### Wires at chosen ports, followed through buffers, run 1

Bar = 50 um.
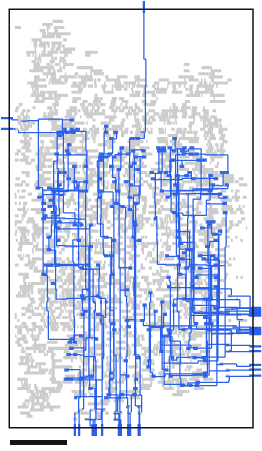
### Met1 routing, run 1

Supply wires on this layer in grey.
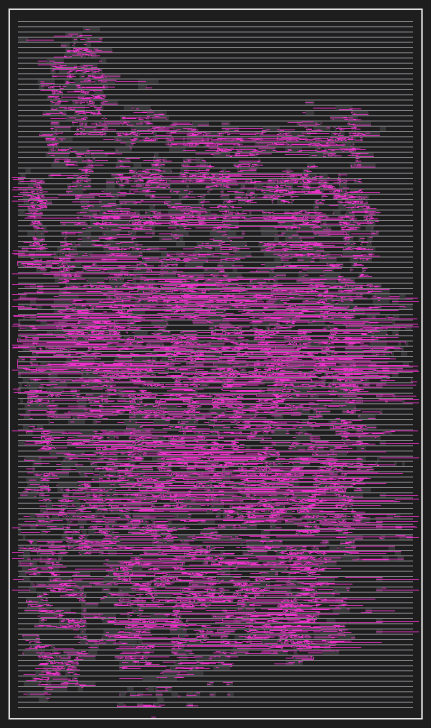
### Routing congestion map, run 1

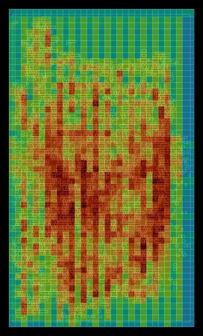
==> config.mk <==
export PLATFORM = sky130hd
export DESIGN_NAME = mmio_interface
export DESIGN_NICKNAME = d
export VERILOG_FILES = /design/src/rtl/mmio_interface.sv
export SDC_FILE = /design/constraint.sdc
export NUM_CORES = 1
export LEC_CHECK = 0
export CAP_MARGIN = 15
export CORE_ASPECT_RATIO = 1.75
export CORE_MARGIN = 4
export CORE_UTILIZATION = 30
export CTS_BUF_LIST = sky130_fd_sc_hd__clkbuf_8
export CTS_CLUSTER_DIAMETER = 60
export DETAILED_ROUTE_END_ITERATION = 16
export GPL_ROUTABILITY_DRIVEN = 0
export PLACE_DENSITY = 0.46
export SYNTH_ARGS = -nofsm -noshare
export SYNTH_HDL_FRONTEND = slang
export SYNTH_SLANG_ARGS = --single-unit
==> constraint.sdc <==
create_clock -name clk -period 4.6 [get_ports clk]
set_input_delay 1.38 -clock clk [delete_from_list [all_inputs] [get_ports clk]]
set_output_delay 1.38 -clock clk [all_outputs]
set_load 0.01 [all_outputs]
==> CHANGELOG.md, run 1 <==
### Metrics

- Ant diodes: 3
- Die W: 214 um
- Clock buffer count: 80
- H-tree depth: 2
- Core area: 0.0731 sq mm
- Final ANT Viol Nets: 0
- Global-route wire length before repair: 137000 um
- Die span in y: 368 um
- Failing checks: setup timing
- Congestion Overflow GR: 0
- Number of non-clock buffers: 339
- Setup violators final: 16
- Post-synth cell types: 78
- Logic share of the area: 44.8%
- CTS Hold Bufs: 0
- Ys cells: 2221
- Signal buffers share of area: 11.9%
- Most numerous logic cell after layout: dfrtp_1
- FFs & Latches: 372
- YS warnings: 0
- DR iter-0 viols: 1695
- Number of synthesized register bits: 372
- Area after DPL: 0.0258 sq mm
- WP data arrival: 3.31 ns
- Syn nets: 2406
- Worst-path clk slew: 0.06 ns
- Crit path max fanout: 7
- Main flop type: dfrtp_1
- CTS tree: done
- Fin Clk Skew: 0.0564 ns
- Design area: 0.0279 sq mm
- Final period utilization: 102%
- Setup TNS: -0.732 ns
- Largest net degree at the start of global routing: 109
- Yosys Chip Area: 0.0222 sq mm
- Critical Path Max Stage Delay: 0.33 ns
- MI comb cells: 1681
- Non-clock inverters: 67
- Power Density: 271 mW/mm^2
- Tapcells: 931
- Final Hold Viols: 0
- Post-synthesis cell count: 2221
- Slowest-stage cell, CP: and4bb_2
- Flop share of the area: 33.4%
- Fmax: 213 MHz
- RSZ-0062 raised after global routing: true
- Status: complete, but fails checks
- Flop area: 0.00932 sq mm
- DRT Pass-1 Iters: 8
- Clk latency late pin: 0.73 ns
- Post-route total power: 7.56 mW
- R2R setup slack: 0.72 ns
- TritonCTS buffer count: 61
- Vias in the first global route: 20631
- Detailed-route vias per instance: 5.74
- Maxcap violations: 0
- Log Warnings: 61
- Leading cell category by total area: logic gates
- FFs w/ async S/R, synth: 100%
- Static Leak: 12.3 nW
- Drt drc: 0
- Worst slew pin tran: 1.24 ns
- Clk root buf: clkbuf_8
- Share of cells above drive strength 1: 24.6%
- PnR worst setup slack: -0.0909 ns
- Final HPWL DP: 71300 um
- Clock Sinks: 372
- DP Worst Slack: -0.986 ns
- Hold slack: 0.474 ns
-- 'Wires at chosen ports, followed through buffers' (at the start) --
legend:
  `wdata`:
    colour: blue
    bits: 32
    direction: input
    end_cells: 264
    buffers: 32
    wire: 9730 um
IO Port Bufs: 160
IO Count: 179

-- 'Met1 routing' (at the start) --
longest straight run: 113 um
share of all routed wire: 38%
met1 usage in global routing: 27.6%
total number of vias: 20111

-- 'Routing congestion map' (at the start) --
grt met2 use: 39.0%
Total GRT Usage: 23.4%
fin util: 38.2%
GR Util met3: 3.75%

[run 1: Yosys cell counts, types with 21 or more instances]
cell,count,share of area (%)
dfrtp_1,371,42
a21o_1,21,0.71
nor2_1,190,3.2
a222oi_1,32,1.4
nor3_1,42,0.95
xnor2_1,80,3.2
ha_1,86,4.9
a22oi_1,80,2.7
nand2_1,162,2.7
nand4_1,68,1.9
nand3_1,90,2.0
mux2i_1,60,2.7
xor2_1,45,1.8
o211ai_1,24,0.81
and3_1,30,0.85
o21ai_0,88,2.0
mux2_2,197,10
clkbuf_1,73,1.2
a21oi_1,102,2.3
nor4_1,46,1.3
inv_1,66,1.1
[run 1: metal layers]
metal	track usage, %	routed length, um	up-vias
met5	0	0	-
met4	15.5	7760	0
met3	3.75	5480	254
met2	39.0	45000	911
met1	27.6	35800	10027
li1	-	-	8919
[run 1: worst max-delay path, delay by kind of cell]
family / cells / cell delay, ns
buffers and inverters: 6 / 0.87
AOI/OAI and AO/OA: 1 / 0.08
and+or+nand+nor: 4 / 0.96
[run 1: report_power, final]
| group | switching [mW] | internal, mW |
|---|---|---|
| clock network | 1.48 | 1.72 |
| registers | 0.245 | 3.35 |
| logic | 0.462 | 0.297 |
| total | 2.18 | 5.37 |
[run 1: kinds of logic (layout without fill, tap and decap cells)]
kind of cell             count (synthesis)  in the layout  share of synthesized area [%]
AND/OR/NAND/NOR                        741            741                           17.3
AND-OR/OR-AND                          460            460                           14.1
flip-flops                             372            372                           42.0
multiplexers                           267            267                           13.7
buffers and inverters                  168            518                           3.11
XOR/XNOR                               125            125                           4.94
adder cells (fa/ha/maj)                 86             86                           4.85
other                                    2              5                         0.0339
[run 1: what timing repair did]
item | in CTS | in global routing
pin swaps | 52 | 62
gates resized | 251 | 48
cloned | 5 | 3
setup endpoints to repair | 40 | 35
buffers inserted | 25 | 19
--- run 2 (diff from run 1) ---
--- a/config.mk
+++ b/config.mk
@@ -8,12 +8,12 @@
 export CAP_MARGIN = 15
 export CORE_ASPECT_RATIO = 1.75
 export CORE_MARGIN = 4
-export CORE_UTILIZATION = 30
+export CORE_UTILIZATION = 40
 export CTS_BUF_LIST = sky130_fd_sc_hd__clkbuf_8
 export CTS_CLUSTER_DIAMETER = 60
 export DETAILED_ROUTE_END_ITERATION = 16
 export GPL_ROUTABILITY_DRIVEN = 0
-export PLACE_DENSITY = 0.46
+export PLACE_DENSITY = 0.59
 export SYNTH_ARGS = -nofsm -noshare
 export SYNTH_HDL_FRONTEND = slang
 export SYNTH_SLANG_ARGS = --single-unit
### Register map, names as in the netlist, run 2

Other sequential cells in the stronger grey, the rest of the logic in the fainter grey.
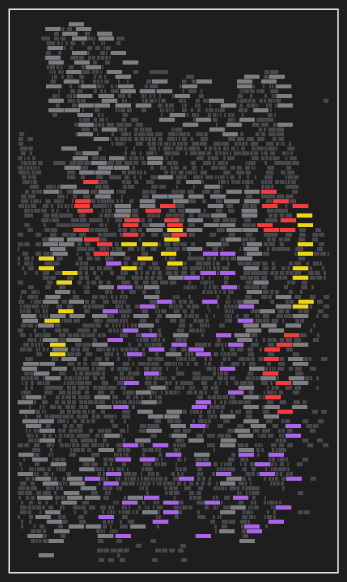
legend:
  `t_count_q`:
    colour: purple
    placed_flops: 64
  `led_out`:
    colour: yellow
    placed_flops: 24
  `seg_data_q`:
    colour: red
    placed_flops: 32
not coloured: 252
Flop area: 0.00932 sq mm
P_seq: 3.60 mW
flop share of the area: 34.5%
fin util: 49.5%

### Wires at chosen ports, followed through buffers, run 2

Bar = 50 um.
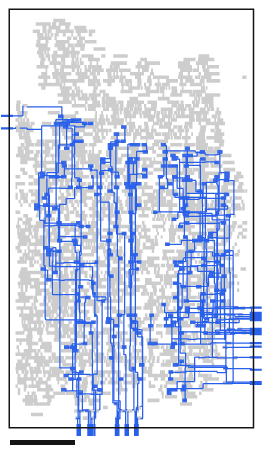
legend:
  `wdata`:
    colour: blue
    bits: 32
    direction: input
    end_cells: 264
    buffers: 32
    wire: 8110 um

==> run 2 against run 1 <==
Against the previous run: routed wire length fell by 8.7%; hold slack better by 0.00052 ns; core utilization up 11 points; largest power group unchanged; the run now ends clean; final cell count down 7.6%; global-route usage increased by 5.1 points; non-clock buffer count shrank 16.
==> CHANGELOG.md, run 2 <==
### Metrics

- Status: finished, final reports clean
- GRT Max-Usage Layer: met2
- CTS tree: done
- Global-route wire length before repair: 128000 um
- Mux frac, synth: 13.7%
- Switching share of power: 28.8%
- Static Leak: 12.1 nW
- Syn nets: 2406
- Post-CTS sizing: 231
- Post-synthesis cell count: 2221
- Clock Power Share: 40.4%
- Total GRT Usage: 28.5%
- Most numerous logic cell after layout: dfrtp_1
- DR iter-0 viols: 2209
- Final HPWL DP: 64400 um
- Clk latency late pin: 0.65 ns
- Crit path max fanout: 4
- Clk root buf: clkbuf_8
- Count leader, synth: dfrtp_1
- Hold slack: 0.474 ns
- Power Density: 270 mW/mm^2
- Die span in y: 320 um
- Share of cells above drive strength 1: 23.5%
- Area share of the largest cell type after synthesis: 41.9%
- And+or+nand+nor area frac: 17.3%
- R2R setup slack: 0.58 ns
- Worst slew pin tran: 1.14 ns
- Area after DPL: 0.0254 sq mm
- Number of synthesized register bits: 372
- Final Hold Viols: 0
- TritonCTS buffer count: 58
- Vias in the first global route: 20760
- Post-route total power: 7.30 mW
- Biggest area cells: dfrtp_1 (42%), mux2_2 (10%), ha_1 (4.9%)
- Die W: 186 um
- Setup bufs post-CTS: 30
- Worst-path clk slew: 0.06 ns
- Sequential power share: 49.4%
- GR Util met3: 5.71%
- DRT Pass-1 Iters: 8
- Core area: 0.0546 sq mm
- Top cells by count: dfrtp_1 (371), mux2_2 (197), nor2_1 (190), nand2_1 (162), a21oi_1 (102)
- RSZ-0062 raised after global routing: true
- Final period utilization: 99.0%
- Congestion Overflow GR: 0
- IO Port Bufs: 160
- Post-synth cell types: 78
- Largest net degree at the start of global routing: 81
- Design area: 0.0270 sq mm
- Met1 usage in global routing: 32.3%
- Detailed-route vias per instance: 6.25
- Synth Area in XOR/XNOR: 4.94%
- Fin Clk Skew: 0.0294 ns
- Clock Sinks: 372
- AND-OR/OR-AND Cells, Area Fraction: 14.1%
- Ys cells: 2221
- Combinational share of power: 10.3%
- YS warnings: 0
- WP data arrival: 3.17 ns
- Fmax: 220 MHz
- Main flop type: dfrtp_1
- Switching pwr: 2.10 mW
- Yosys Chip Area: 0.0222 sq mm
- Adder Area Share: 4.85%
- Largest logic family: simple AND/OR/NAND/NOR gates
## run 2: routing by layer
layer	wire length [um]	part of all wire [%]
met1	30400	35
met2	39700	46
met3	6730	7.8
met4	9100	11
met5	0	0
## run 2: cell families (layout without fill, tap and decap cells)
| logic type | Yosys count | count (layout) |
|---|---|---|
| compound gates | 460 | 460 |
| xor+xnor | 125 | 125 |
| fa+ha+maj | 86 | 86 |
| buf+inv | 168 | 494 |
| flops | 372 | 372 |
| mux | 267 | 267 |
| other cells | 2 | 3 |
| simple gates | 741 | 741 |
## run 2: area by class of cell
| class | count | area (sq um) | share of cell area [%] |
|---|---|---|---|
| Tap cell | 690 | 863 | 3.19 |
| Inverter | 67 | 251 | 0.930 |
| Sequential cell | 372 | 9320 | 34.5 |
| Multi-Input combinational cell | 1681 | 12500 | 46.1 |
| Clock inverter | 34 | 230 | 0.851 |
| Timing Repair Buffer | 323 | 2950 | 10.9 |
| Clock buffer | 70 | 963 | 3.56 |
| Antenna cell | 1 | 2.50 | 0.00925 |
## run 2: per-stage QoR
step                setup slack, ns   TNS, ns
global route                -0.0570   -0.0714
global placement             -0.939    -26.23
CTS                        -0.00618  -0.00618
detailed placement           -0.978    -27.45
floorplan                    0.0278         0
finish                       0.0461         0
## run 2: critical path, stage by stage
cell and delay [ns]:
clkdlybuf4s15_1 0.23, nor2b_1 0.16, nand4_1 0.13, nor2_2 0.07, buf_4 0.14, a22o_1 0.18, a221oi_2 0.19, nand4_1 0.16
a221o_1 0.36, buf_2 0.17
## run 2: power groups by stage
stage                     Sequential (mW)  Combinational [mW]  Clock, mW
final                                3.60               0.750       2.95
after global routing                 3.60               0.832       3.15
after CTS                            3.58               0.740       3.00
after detailed placement             3.64               0.733          0
after global placement               3.64               0.715          0
after floorplan                      3.49               0.445          0
No activity file was given, so power comes from the tool's default toggle rates.
